<file path="config.mk">
export PLATFORM = sky130hd
export DESIGN_NAME = stream_src
export DESIGN_NICKNAME = d
export VERILOG_FILES = /design/src/rtl/stream_pkg.sv /design/src/rtl/stream_lfsr.sv /design/src/rtl/stream_src.sv
export SDC_FILE = /design/constraint.sdc
export NUM_CORES = 1
export LEC_CHECK = 0
export ABC_AREA = 0
export CAP_MARGIN = 15
export CORE_ASPECT_RATIO = 1.5
export CORE_MARGIN = 5
export CORE_UTILIZATION = 40
export DETAILED_ROUTE_END_ITERATION = 8
export PLACE_DENSITY_LB_ADDON = 0.12
export REMOVE_ABC_BUFFERS = 1
export SLEW_MARGIN = 0
export SYNTH_ARGS = -nofsm -noshare
export SYNTH_HDL_FRONTEND = slang
export SYNTH_SLANG_ARGS = --single-unit
</file>
<file path="constraint.sdc">
create_clock -name clk -period 1.9 [get_ports clk]
set_input_delay 0.38 -clock clk [delete_from_list [all_inputs] [get_ports clk]]
set_output_delay 0.38 -clock clk [all_outputs]
set_load 0.005 [all_outputs]
</file>
<file path="src/rtl/stream_pkg.sv">
// rtl/stream_pkg.sv - shared types and constants for the stream source
// Holds the FSM state enum, LFSR taps (used under STREAM_SRC_LFSR_EN) and default widths.
package stream_pkg;

  localparam int DATA_W_DEF = 8;
  localparam int LEN_W_DEF  = 8;
  localparam int GAP_W_DEF  = 4;

  localparam logic [7:0]  LFSR_TAPS_8  = 8'hB8;
  localparam logic [15:0] LFSR_TAPS_16 = 16'hB400;

  typedef enum logic [1:0] {
    IDLE = 2'd0,
    SEND = 2'd1,
    GAP  = 2'd2,
    DONE = 2'd3
  } src_state_e;

endpackage

</file>
<file path="src/rtl/stream_lfsr.sv">
// rtl/stream_lfsr.sv - Fibonacci LFSR data generator for the stream source
// Instantiated by stream_src only when STREAM_SRC_LFSR_EN is defined; W must be 8 or 16.
module stream_lfsr
  import stream_pkg::*;
#(
  parameter int W = 8
) (
  input  logic         clk,
  input  logic         rst,
  input  logic         load,
  input  logic [W-1:0] seed,
  input  logic         step,
  output logic [W-1:0] value
);

  localparam logic [W-1:0] TAPS = (W == 16) ? W'(LFSR_TAPS_16) : W'(LFSR_TAPS_8);

  generate
    if (W != 8 && W != 16) begin : g_bad_width
      $error("stream_lfsr: unsupported width %0d", W);
    end
  endgenerate

  // An all-zero state would lock the LFSR, so a zero seed is promoted to 1.
  always_ff @(posedge clk) begin
    if (rst) begin
      value <= '0;
    end else if (load) begin
      value <= (seed == '0) ? W'(1) : seed;
    end else if (step) begin
      value <= {value[W-2:0], ^(value & TAPS)};
    end
  end

endmodule

</file>
<file path="src/rtl/stream_src.sv">
// rtl/stream_src.sv - valid/ready burst source with backpressure and inter-beat gaps
// Define STREAM_SRC_LFSR_EN to generate LFSR data instead of an incrementing count.
module stream_src
  import stream_pkg::*;
#(
  parameter int DATA_W = DATA_W_DEF,
  parameter int LEN_W  = LEN_W_DEF,
  parameter int GAP_W  = GAP_W_DEF
) (
  input  logic              clk,
  input  logic              rst,
  input  logic              start,
  input  logic [DATA_W-1:0] seed,
  input  logic [LEN_W-1:0]  beats,
  input  logic [GAP_W-1:0]  gap,
  output logic [DATA_W-1:0] out_data,
  output logic              out_valid,
  input  logic              out_ready,
  output logic              busy,
  output logic              done,
  output logic [LEN_W-1:0]  beat_cnt
);

  src_state_e       state_q, state_n;
  logic             valid_n, busy_n, done_n;
  logic [LEN_W-1:0] cnt_n, beats_q, beats_n;
  logic [GAP_W-1:0] gap_q, gap_n, gap_cnt_q, gap_cnt_n;
  logic             load, transfer, last_beat;

  assign load      = (state_q == IDLE) && start;
  assign transfer  = (state_q == SEND) && out_ready;
  assign last_beat = ((beat_cnt + LEN_W'(1)) == beats_q);

  always_ff @(posedge clk) begin
    if (rst) begin
      state_q   <= IDLE;
      out_valid <= 1'b0;
      busy      <= 1'b0;
      done      <= 1'b0;
      beat_cnt  <= '0;
      beats_q   <= '0;
      gap_q     <= '0;
      gap_cnt_q <= '0;
    end else begin
      state_q   <= state_n;
      out_valid <= valid_n;
      busy      <= busy_n;
      done      <= done_n;
      beat_cnt  <= cnt_n;
      beats_q   <= beats_n;
      gap_q     <= gap_n;
      gap_cnt_q <= gap_cnt_n;
    end
  end

  always_comb begin
    state_n   = state_q;
    valid_n   = out_valid;
    busy_n    = busy;
    done_n    = 1'b0;
    cnt_n     = beat_cnt;
    beats_n   = beats_q;
    gap_n     = gap_q;
    gap_cnt_n = gap_cnt_q;
    unique case (state_q)
      IDLE: begin
        if (start) begin
          beats_n = beats;
          gap_n   = gap;
          cnt_n   = '0;
          if (beats == '0) begin
            state_n = DONE;
            done_n  = 1'b1;
          end else begin
            state_n = SEND;
            valid_n = 1'b1;
            busy_n  = 1'b1;
          end
        end
      end
      SEND: begin
        if (out_ready) begin
          cnt_n = beat_cnt + LEN_W'(1);
          if (last_beat) begin
            state_n = DONE;
            valid_n = 1'b0;
            busy_n  = 1'b0;
            done_n  = 1'b1;
          end else if (gap_q != '0) begin
            state_n   = GAP;
            valid_n   = 1'b0;
            gap_cnt_n = gap_q;
          end
        end
      end
      GAP: begin
        // The counter reaching 1 marks the last idle cycle of the gap.
        gap_cnt_n = gap_cnt_q - GAP_W'(1);
        if (gap_cnt_q == GAP_W'(1)) begin
          state_n = SEND;
          valid_n = 1'b1;
        end
      end
      DONE: begin
        state_n = IDLE;
        busy_n  = 1'b0;
      end
      default: state_n = IDLE;
    endcase
  end

`ifdef STREAM_SRC_LFSR_EN
  logic [DATA_W-1:0] lfsr_value;

  stream_lfsr #(.W(DATA_W)) u_lfsr (
    .clk   (clk),
    .rst   (rst),
    .load  (load),
    .seed  (seed),
    .step  (transfer),
    .value (lfsr_value)
  );

  assign out_data = lfsr_value;
`else
  // Advancing on every transfer keeps the value stable across stalls.
  always_ff @(posedge clk) begin
    if (rst) begin
      out_data <= '0;
    end else if (load) begin
      out_data <= seed;
    end else if (transfer) begin
      out_data <= out_data + DATA_W'(1);
    end
  end
`endif

endmodule

</file>
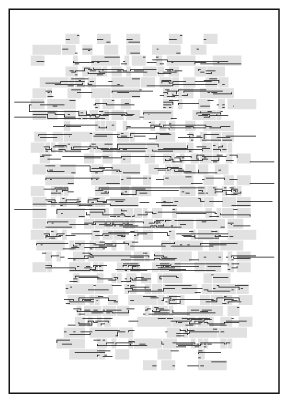
Run 1: the metal 1 layer
(4 px per um) Cells faint in the background.
main direction: horizontal
nets with wire on the layer: 304
share of all routed wire: 38%
longest straight run: 26.2 um
wire length on this layer: 2060 um
Vias: 1993
Routed WL: 5.416 mm
Global Route met1 Usage: 0.1909

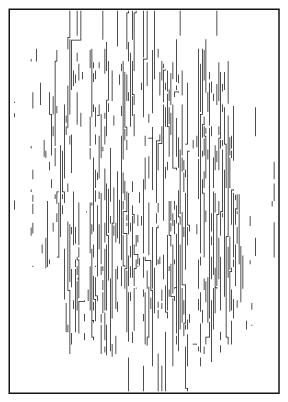
Run 1: metal 2
(4 px per um)
main direction: vertical
share of all routed wire: 57%
met2 GRT Util: 0.3421

==> results.py, run 1 <==
# Generated from Yosys and OpenROAD reports
metrics = {
    "finish": {
        "fin_util": 0.6242,
        "largestRegisters": "beat_cnt (8), beats_q (8), out_data (8)",
        "nets": 350,
        "diodes": 0,
        "drive_gt1_frac": 0.2477,
        "area_growth_pct": 52.37,
    },
    "die": {
        "die_x_um": 67.07,
        "chip_area_sq_mm": 0.006413,
        "row_count": 31,
        "io_pins": 43,
        "dieHeight_um": 95.61,
        "fp_util": 0.4097,
        "core-area_sq_mm": 0.004771,
    },
    "setup_path": {
        "setup.worst_path.start": "beat_cnt[1]",
        "cp_num_buf_inv": 1,
        "path_depth": 9,
        "start_kind": "flop",
        "crit_path_end_kind": "flop",
        "slowest_stage": "dfxtp_4",
        "r2r-end": "gap_cnt_q[0]",
        "r2r-start": "beat_cnt[1]",
        "ff2ff_path_depth": 9,
        "cp.arrival_ns": 2.09,
        "crit_end": "gap_cnt_q[0]",
        "required_ns": 2.09,
        "crit_chain": "ha_4, nand3_4, nor2_4, xor2_1, a31oi_2, nor3_2, buf_6, nor4_2, a2111oi_2",
        "rrSetupSlack_ns": 0.004,
        "critPathTopFamily": "simple AND/OR/NAND/NOR gates",
        "cp_max_fo": 6,
        "worst-setup-path-type": "flop to flop",
        "slowest_delay_ns": 0.38,
    },
    "min_path": {
        "min_path_cells": 3,
        "hold_path.startpoint": "beats[7]",
        "min_to": "beats_q[7]",
        "hold_class": "input pin to flop",
    },
    "final_timing": {
        "tightest_slew_ns": 0.4569,
        "fin_crit_sh": 0.9981,
        "maxSlewViolCount": 0,
        "setup_viol": 0,
        "min_period_ns": 1.896,
        "clock_skew_ns": 0.007315,
        "tns_ns": 0,
        "hold_viol_final": 0,
        "fmaxAchievable_mhz": 527.3,
        "slew_headroom": 0.6943,
        "rsz0062_at_grt": "yes",
    },
    "cts": {
        "cts_hold_buf": 0,
        "clk_pin_slew_ns": 0.08,
        "htreeDepth": 2,
        "cts_root_buffer": "clkbuf_8",
        "cts_tree": "built",
        "cts_buffers": 5,
        "ctsLongestPathBuffers": 2,
        "cts.sinks": 37,
        "clk_latency_ns": 0.29,
    },
    "synthesis": {
        "ys.flops": 37,
        "ys_cells": 245,
        "ys_chip_area_sq_mm": 0.001954,
        "xor_area_frac": 0.07618,
        "yosys_warnings": 0,
        "compound_area_frac": 0.2113,
        "synthesis.area_sq_mm": 0.001954,
        "ys_types": 50,
        "avgSynthCellArea_sq_um": 7.977,
        "ys_seq_frac": 0.3790,
        "synth-simple-area-share": 0.2548,
        "mux_share": 0.005122,
        "synthAdderAreaFrac": 0.02561,
        "syn_inst": 245,
        "synth.logic.top_family": "simple AND/OR/NAND/NOR gates",
    },
    "global_route": {
        "antenna_found_initial": 0,
        "grt_max_degree": 38,
        "grt_usage": 0.1820,
        "grt_pass1_wl_mm": 8.742,
        "top_usage_layer": "met2",
        "gr-total-overflow": 0,
        "grt_pass1_vias": 1950,
    },
    "routing": {
        "dr_wl_met3_um": 230,
        "routed.top_layer": "met4",
        "route.detailed.drc": 0,
        "antenna_left": 0,
        "wl_per_cell_um": 13.92,
        "drtIter0Drc": 72,
        "first_pass_iters": 4,
        "met2_length_mm": 3.072,
        "vias_per_cell": 5.123,
        "wl_met1_mm": 2.063,
    },
    "pwr": {
        "powerDensity_mw_per_mm2": 683.0,
        "power.total_mw": 2.034,
        "vdd_drop_max_mv": 0.4643,
        "power_leakage_nw": 1.155,
    },
    "place": {
        "dp_hpwl_mm": 3.907,
        "port_buffers": 42,
        "gp_congestion": 0.8304,
    },
    "job": {
        "max_cap_violations": 0,
        "tool_warnings": 28,
    },
    "outcome": {
        "status": "completed",
    },
}
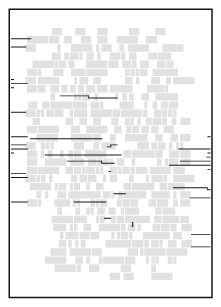
Run 1: metal 3
(3 px per um) Cells faint in the background.
wire length on this layer: 231 um
main direction: horizontal
nets with wire on the layer: 29
longest straight run: 25.3 um
share of all routed wire: 4.3%
met3 Track Usage GR: 0.04481

[run 1: synthesized netlist by cell type, drive strengths merged]
library cell	instances	area (sq um)
nand2	41	153.9
dfxtp	37	740.7
nor2	28	105.1
a21oi	26	133.9
o21ai	11	55.05
clkbuf	9	35.03
xor2	9	78.83
xnor2	8	70.07
a211oi	7	52.55
nor3	7	40.04
buf	6	43.79
nand3	5	30.03
ha	4	50.05
inv	4	15.01
nand4	4	31.28
a21o	3	22.52
a22oi	3	22.52
a311oi	3	26.28
and3	3	18.77
nand3b	3	22.52
or4	3	22.52
a31oi	2	18.77
nor2b	2	12.51
nor4	2	18.77
or2	2	12.52
a2111oi	1	15.01
a221oi	1	15.01
and2	1	6.260
mux2i	1	10.01
nand4b	1	8.760
nor4b	1	8.760
o211a	1	10.01
o211ai	1	7.510
o21a	1	7.510
o22a	1	8.760
o31ai	1	7.510
o32a	1	10.01
or3	1	6.260
[run 1: what timing repair did]
item	4_1_cts	5_1_grt
gates cloned	1	0
pin swaps	16	3
buffers inserted	3	2
setup endpoints to repair	8	9
gates resized	32	8
[run 1: stage by stage]
stage / instances / area [sq um] / hold slack [ns] / worst slack, ns
2_1_floorplan: 230 / 1876 / 0.4333 / -0.2842
3_3_place_gp: 376 / 2676 / 0.4507 / -0.3038
3_5_place_dp: 376 / 2676 / 0.4590 / -0.3032
4_1_cts: 388 / 2940 / 0.4688 / -0.006468
5_1_grt: 389 / 2978 / 0.3932 / -0.1713
6_report: 389 / 2978 / 0.4110 / 0.003610
[run 1: report_power, final]
| part | internal, mW | total, mW | leakage (nW) | switching (mW) |
|---|---|---|---|---|
| Clock | 0.428 | 0.716 | 0.0585 | 0.288 |
| Combinational | 0.234 | 0.436 | 0.790 | 0.201 |
| Sequential | 0.828 | 0.883 | 0.307 | 0.0548 |
| Total | 1.49 | 2.03 | 1.16 | 0.544 |
[run 1: layout by cell type, fill, tap and decap left out, types with 2 or more instances in the layout]
master | synthesis | routed
ha_1 | 4 | 3
and3_1 | 3 | 2
buf_6 | 2 | 3
a22oi_1 | 3 | 3
clkbuf_8 | 0 | 6
inv_1 | 4 | 4
a211oi_1 | 7 | 7
nor3_1 | 6 | 5
nand4_1 | 3 | 3
clkdlybuf4s50_1 | 0 | 40
a21oi_1 | 25 | 24
xnor2_1 | 8 | 7
nand3_1 | 4 | 4
o21ai_2 | 0 | 3
xor2_1 | 9 | 8
o21ai_0 | 10 | 8
dfxtp_1 | 37 | 31
nand2_1 | 41 | 40
buf_4 | 1 | 39
nor2b_1 | 2 | 2
nand3b_1 | 3 | 3
a21o_1 | 3 | 3
or4_4 | 0 | 2
dfxtp_2 | 0 | 4
dfxtp_4 | 0 | 2
nor2_1 | 28 | 27
a21oi_2 | 1 | 2
a311oi_1 | 3 | 3
[run 1: final cells by class]
type | count | area (sq um)
Tap cell | 66 | 82.58
Multi-Input combinational cell | 189 | 1242
Clock buffer | 7 | 86.33
Clock inverter | 1 | 30.03
Fill cell | 445 | 1793
Sequential cell | 37 | 753.2
Inverter | 4 | 15.01
Timing Repair Buffer | 85 | 768.2
## Run 2: what changed since run 1
CAP_MARGIN = 25   (was 15)
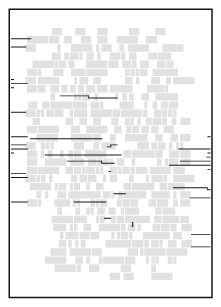
Run 2: metal 3
(3 px per um) Cells faint in the background.
wire length on this layer: 231 um
share of all routed wire: 4.3%
main direction: horizontal
nets with wire on the layer: 29

==> results.py, run 2 <==
# Generated from Yosys and OpenROAD reports
metrics = {
    "die": {
        "dieHeight_um": 95.61,
        "chip_area_sq_mm": 0.006413,
        "row_count": 31,
        "die_x_um": 67.07,
        "core-area_sq_mm": 0.004771,
        "fp_util": 0.4097,
        "io_pins": 43,
    },
    "synthesis": {
        "topCellsByArea": "dfxtp_1 38%, nand2_1 7.9%, a21oi_1 6.4%",
        "yosys_warnings": 0,
        "syn_inst": 245,
        "flop_cell": "dfxtp_1",
        "ys_cells": 245,
        "async_reset_ff_frac": 0,
        "top_cell": "nand2_1",
        "ys_chip_area_sq_mm": 0.001954,
        "synthTopCellsByCount": "41 x nand2_1, 37 x dfxtp_1, 28 x nor2_1, 25 x a21oi_1, 10 x o21ai_0",
        "ys_seq_frac": 0.3790,
        "synth-edff-count": 0,
        "top_cell_area_share": 0.3790,
        "avgSynthCellArea_sq_um": 7.977,
        "synthesis.area_sq_mm": 0.001954,
        "ys_types": 50,
        "yosysTopAreaCell": "dfxtp_1",
        "ys.flops": 37,
    },
    "setup_path": {
        "cp_num_buf_inv": 1,
        "cp_max_fo": 6,
        "start_kind": "flop",
        "slowest_delay_ns": 0.38,
        "slowest_stage": "dfxtp_4",
        "worst-setup-path-type": "flop to flop",
        "critPathTopFamily": "simple AND/OR/NAND/NOR gates",
        "required_ns": 2.09,
        "cp.arrival_ns": 2.09,
        "crit_path_end_kind": "flop",
        "crit_chain": "ha_4, nand3_4, nor2_4, xor2_1, a31oi_2, nor3_2, buf_6, nor4_2, a2111oi_2",
    },
    "pwr": {
        "power_leakage_nw": 1.155,
        "powerDensity_mw_per_mm2": 683.0,
        "power.total_mw": 2.034,
        "vdd_drop_max_mv": 0.4643,
    },
    "global_route": {
        "antenna_found_initial": 0,
        "grt_max_degree": 38,
        "grt_pass1_wl_mm": 8.742,
        "gr-total-overflow": 0,
        "grt_pass1_vias": 1950,
        "grt_usage": 0.1820,
    },
    "routing": {
        "vias_per_cell": 5.123,
        "vias": 1993,
        "finalWirelength_mm": 5.416,
        "antenna_left": 0,
        "first_pass_iters": 4,
        "drtIter0Drc": 72,
        "route.detailed.drc": 0,
        "wl_per_cell_um": 13.92,
    },
    "cts": {
        "htreeDepth": 2,
        "cts_tree": "built",
        "clk_pin_slew_ns": 0.08,
        "cts_buffers": 5,
        "clk_latency_ns": 0.29,
        "cts_root_buffer": "clkbuf_8",
        "ctsLongestPathBuffers": 2,
        "cts_hold_buf": 0,
        "cts.sinks": 37,
    },
    "final_timing": {
        "hold_viol_final": 0,
        "fin_crit_sh": 0.9981,
        "setup_slack_ns": 0.003610,
        "clock_skew_ns": 0.007315,
        "slew_headroom": 0.6943,
        "rsz0062_at_grt": "yes",
        "setup_viol": 0,
        "fmaxAchievable_mhz": 527.3,
        "min_period_ns": 1.896,
        "tightest_slew_ns": 0.4569,
        "hold_ws_ns": 0.4110,
        "maxSlewViolCount": 0,
    },
    "finish": {
        "diodes": 0,
        "n_fill_cell": 445,
        "largestRegisters": "beat_cnt (8), beats_q (8), out_data (8)",
        "nets": 350,
        "drive_gt1_frac": 0.2477,
        "lay_top_cells": "40 x nand2_1, 40 x clkdlybuf4s50_1, 39 x buf_4",
        "area_growth_pct": 52.37,
        "design_area_sq_mm": 0.002978,
        "fin_util": 0.6242,
        "ff_latch_area_sq_um": 753.2,
        "combGateArea_sq_mm": 0.001242,
    },
    "place": {
        "placed_area_sq_mm": 0.002676,
        "dp_hpwl_mm": 3.907,
        "dp_slack_ns": -0.3032,
        "gp_congestion": 0.8304,
        "port_buffers": 42,
    },
    "min_path": {
        "hold_class": "input pin to flop",
    },
    "job": {
        "max_cap_violations": 0,
        "tool_warnings": 28,
    },
    "outcome": {
        "status": "completed",
    },
}
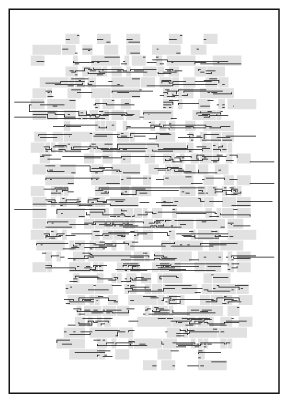
Run 2: the metal 1 layer
(4 px per um) Cells faint in the background.
share of all routed wire: 38%
longest straight run: 26.2 um

-- run 2: routing by layer --
layer	up-vias	GRT usage	routed length, um	share of wire
met1	930	0.1909	2063	0.38
li1	1019	-	-	-
met3	4	0.04481	230	0.042
met2	40	0.3421	3072	0.57
met5	-	0	0	0
met4	0	0.06261	48	0.0089
-- run 2: power breakdown --
group | switching, mW | internal, mW
Combinational | 0.201 | 0.234
Clock | 0.288 | 0.428
Sequential | 0.0548 | 0.828
Total | 0.544 | 1.49
-- run 2: stage by stage --
stage / instances / TNS, ns
after floorplan: 230 / -1.823
final: 389 / 0
after CTS: 388 / -0.006468
after global routing: 389 / -0.7285
after global placement: 376 / -1.935
after detailed placement: 376 / -1.926
-- run 2: path summary, 6_finish.rpt --
path                             startpoint  slack, ns      endpoint  cells past startpoint
worst min-delay path               beats[7]       0.41    beats_q[7]                      3
worst max register to register  beat_cnt[1]      0.004  gap_cnt_q[0]                      9
worst max-delay path            beat_cnt[1]      0.004  gap_cnt_q[0]                      9
worst min register to register     gap_q[2]       0.46      gap_q[2]                      2
-- run 2: cells by family after synthesis --
group,count (synthesis),synth area share
mux,1,0.005122
flops,37,0.3790
compound gates,63,0.2113
buf+inv,19,0.04801
xor+xnor,17,0.07619
simple gates,104,0.2548
fa+ha+maj,4,0.02561
-- run 2: area by class of cell --
cell class / count / area share
multi-input combinational: 189 / 0.4172
timing repair buffer: 85 / 0.2580
sequential: 37 / 0.2529
clock buffer: 7 / 0.02899
tap: 66 / 0.02773
clock inverter: 1 / 0.01008
inverter: 4 / 0.005042
-- run 2: timing repair --
item,4_1_cts,5_1_grt
resized,32,8
pin swaps,16,3
endpoints found under the setup margin,8,9
cloned,1,0
setup buffers,3,2
-- run 2: worst min-delay path: cells and delay by family --
| family | cells | cell delay [ns] |
|---|---|---|
| buf+inv | 1 | 0.14 |
| simple gates | 1 | 0.08 |
| compound gates | 1 | 0.06 |
Run 2, metal 2:
(4 px per um)
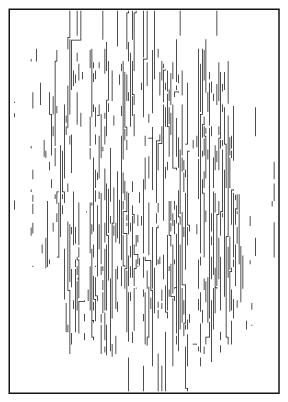

## Run 3: what changed since run 2
CORE_UTILIZATION = 35   (was 40)
clock period = 2.4 ns   (was 1.9 ns; I/O delays follow)
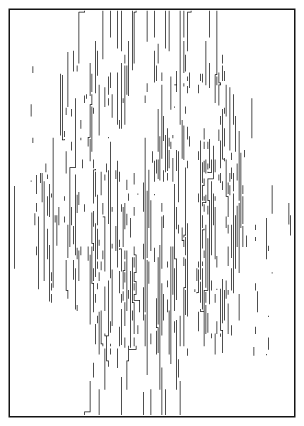
Run 3: metal 2
(4 px per um)
wire length on this layer: 2680 um
share of all routed wire: 51%
nets with wire on the layer: 256
Routed WL: 5.226 mm
Vias: 1881
met2 GRT Util: 0.2823

==> results.py, run 3 <==
# Generated from Yosys and OpenROAD reports
metrics = {
    "outcome": {
        "status": "completed",
    },
    "pwr": {
        "power.total_mw": 1.451,
        "vdd_drop_max_mv": 0.3079,
        "powerDensity_mw_per_mm2": 563.4,
        "power_leakage_nw": 0.9366,
    },
    "cts": {
        "cts.sinks": 37,
        "ctsResizeCount": 0,
        "htreeDepth": 2,
        "cts_buffers": 5,
        "ctsLongestPathBuffers": 2,
        "cts_setup_buffers": 0,
        "clk_pin_slew_ns": 0.07,
        "clk_latency_ns": 0.29,
        "cts_tree": "built",
        "cts_hold_buf": 0,
    },
    "routing": {
        "drtIter0Drc": 91,
        "antenna_left": 0,
        "vias_per_cell": 5.182,
    },
    "final_timing": {
        "hold_ws_ns": 0.4643,
        "hold_viol_final": 0,
        "tightest_slew_ns": 0.6202,
        "clock_skew_ns": 0.006795,
        "min_period_ns": 2.178,
        "tns_ns": 0,
        "setup_viol": 0,
        "rsz0062_at_grt": "no",
        "maxSlewViolCount": 0,
        "fmaxAchievable_mhz": 459.1,
        "slew_headroom": 0.5850,
        "setup_slack_ns": 0.2216,
    },
    "setup_path": {
        "start_kind": "input pin",
        "slowest_stage": "or4_1",
        "required_ns": 2.62,
        "cp.arrival_ns": 2.40,
        "slowest_delay_ns": 0.53,
        "critPathTopFamily": "simple AND/OR/NAND/NOR gates",
        "crit_chain": "clkdlybuf4s50_1, or4_1, nor4_2, a22oi_1, or2_1, a21oi_1",
        "cp_num_buf_inv": 1,
        "worst-setup-path-type": "input pin to flop",
        "crit_path_end_kind": "flop",
    },
    "finish": {
        "diodes": 0,
        "drive_gt1_frac": 0.09898,
        "lay_top_cells": "42 x clkdlybuf4s50_1, 41 x nand2_1, 37 x dfxtp_1",
        "n_fill_cell": 595,
        "nets": 321,
        "largestRegisters": "beat_cnt (8), beats_q (8), out_data (8)",
        "lay_top_count": "clkdlybuf4s50_1",
        "fin_util": 0.4725,
        "ff_latch_area_sq_um": 740.7,
    },
    "die": {
        "row_count": 33,
        "fp_util": 0.3586,
        "core-area_sq_mm": 0.005450,
        "io_pins": 43,
        "die_x_um": 71.02,
        "dieHeight_um": 101.5,
        "chip_area_sq_mm": 0.007209,
    },
    "synthesis": {
        "async_reset_ff_frac": 0,
        "ys.flops": 37,
        "synth-edff-count": 0,
        "synthesis.area_sq_mm": 0.001954,
        "ys_cells": 245,
        "syn_inst": 245,
        "ys_chip_area_sq_mm": 0.001954,
        "ys_types": 50,
        "topCellsByArea": "dfxtp_1 38%, nand2_1 7.9%, a21oi_1 6.4%",
        "yosys_warnings": 0,
        "ys_seq_frac": 0.3790,
        "top_cell_area_share": 0.3790,
    },
    "global_route": {
        "grt_max_degree": 29,
        "grt_pass1_vias": 1843,
        "grt_pass1_wl_mm": 8.880,
        "gr-total-overflow": 0,
        "antenna_found_initial": 0,
    },
    "job": {
        "tool_warnings": 26,
    },
    "place": {
        "dp_hpwl_mm": 3.820,
        "port_buffers": 42,
        "gp_congestion": 0.7910,
    },
}
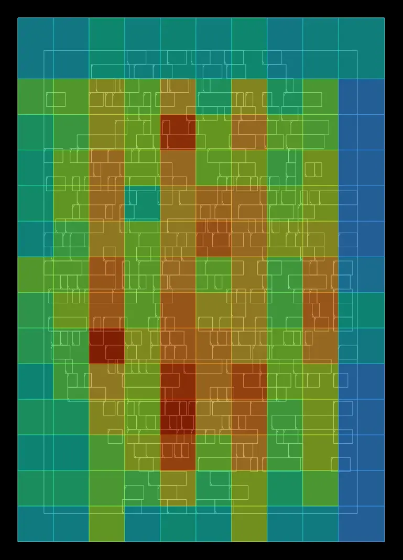
Run 3: routing congestion map
GR Util All Layers: 0.1546
WL per Instance: 14.40 um
Global Route met1 Usage: 0.1740

==> run 3: cell count changes in the layout (fill, tap and decap cells not counted), sizes merged <==
| cell | delta |
|---|---|
| clkdlybuf4s50 | +2 |
| buf | -29 |
| dlymetal6s2s | -1 |
| dlygate4sd2 | -1 |
| bufinv | -1 |
==> run 3: worst paths after layout <==
check / startpoint / end / slack [ns] / cells after the start
min: gap_q[2] / gap_q[2] / 0.46 / 2
min reg2reg: gap_q[2] / gap_q[2] / 0.46 / 2
max: beats[7] / state_q[1] / 0.22 / 6
max reg2reg: beat_cnt[1] / gap_cnt_q[0] / 0.27 / 8
==> run 3: logic make-up after synthesis <==
| logic type | after synthesis | synth area share |
|---|---|---|
| and+or+nand+nor | 104 | 0.2548 |
| xor gates and xnor gates | 17 | 0.07619 |
| buffers and inverters | 19 | 0.04801 |
| DFF | 37 | 0.3790 |
| muxes | 1 | 0.005122 |
| adders and majority gates | 4 | 0.02561 |
| AOI/OAI and AO/OA | 63 | 0.2113 |
==> run 3: where the power goes <==
group | switching (mW) | internal [mW]
clock network | 0.224 | 0.228
registers | 0.0390 | 0.657
logic | 0.149 | 0.154
total | 0.412 | 1.04
==> run 3: stage by stage <==
step / cells / instance area [sq um]
after floorplan: 230 / 1876
after global placement: 356 / 2489
after detailed placement: 356 / 2489
after CTS: 363 / 2575
after global routing: 363 / 2575
final: 363 / 2575
==> run 3: area by class of cell <==
cell class                 count  share of cell area
inverter                       4            0.005831
sequential                    37              0.2877
tap                           70             0.03401
clock buffer                   7             0.03353
timing repair buffer          56              0.2041
multi-input combinational    189              0.4349
==> run 3: tightest hold or removal path: cells and delay by family (launching register included) <==
kind / cells / cell delay, ns
AOI/OAI and AO/OA: 1 / 0.05
DFF: 1 / 0.32
and+or+nand+nor: 1 / 0.05
==> run 3: layer usage <==
layer / wire length, um / GRT usage / part of all wire
met2: 2683 / 0.2823 / 0.51
met4: 101 / 0.06657 / 0.019
met5: 0 / 0 / 0
met3: 207 / 0.02781 / 0.040
met1: 2234 / 0.1740 / 0.43

==> notes/layouts.md <==
Pictures saved along the way, in no particular order.

Ports around the boundary.
(4 px per um) Pins as bars across the die edge, other pins in grey.
(a)
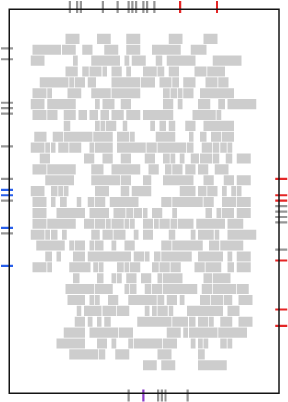
(b)
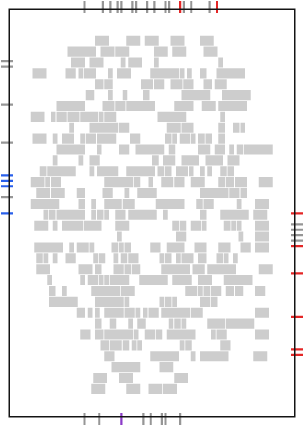
- run 3 = (b)
- run 2 = (a)

No activity file was given, so power comes from the tool's default toggle rates.
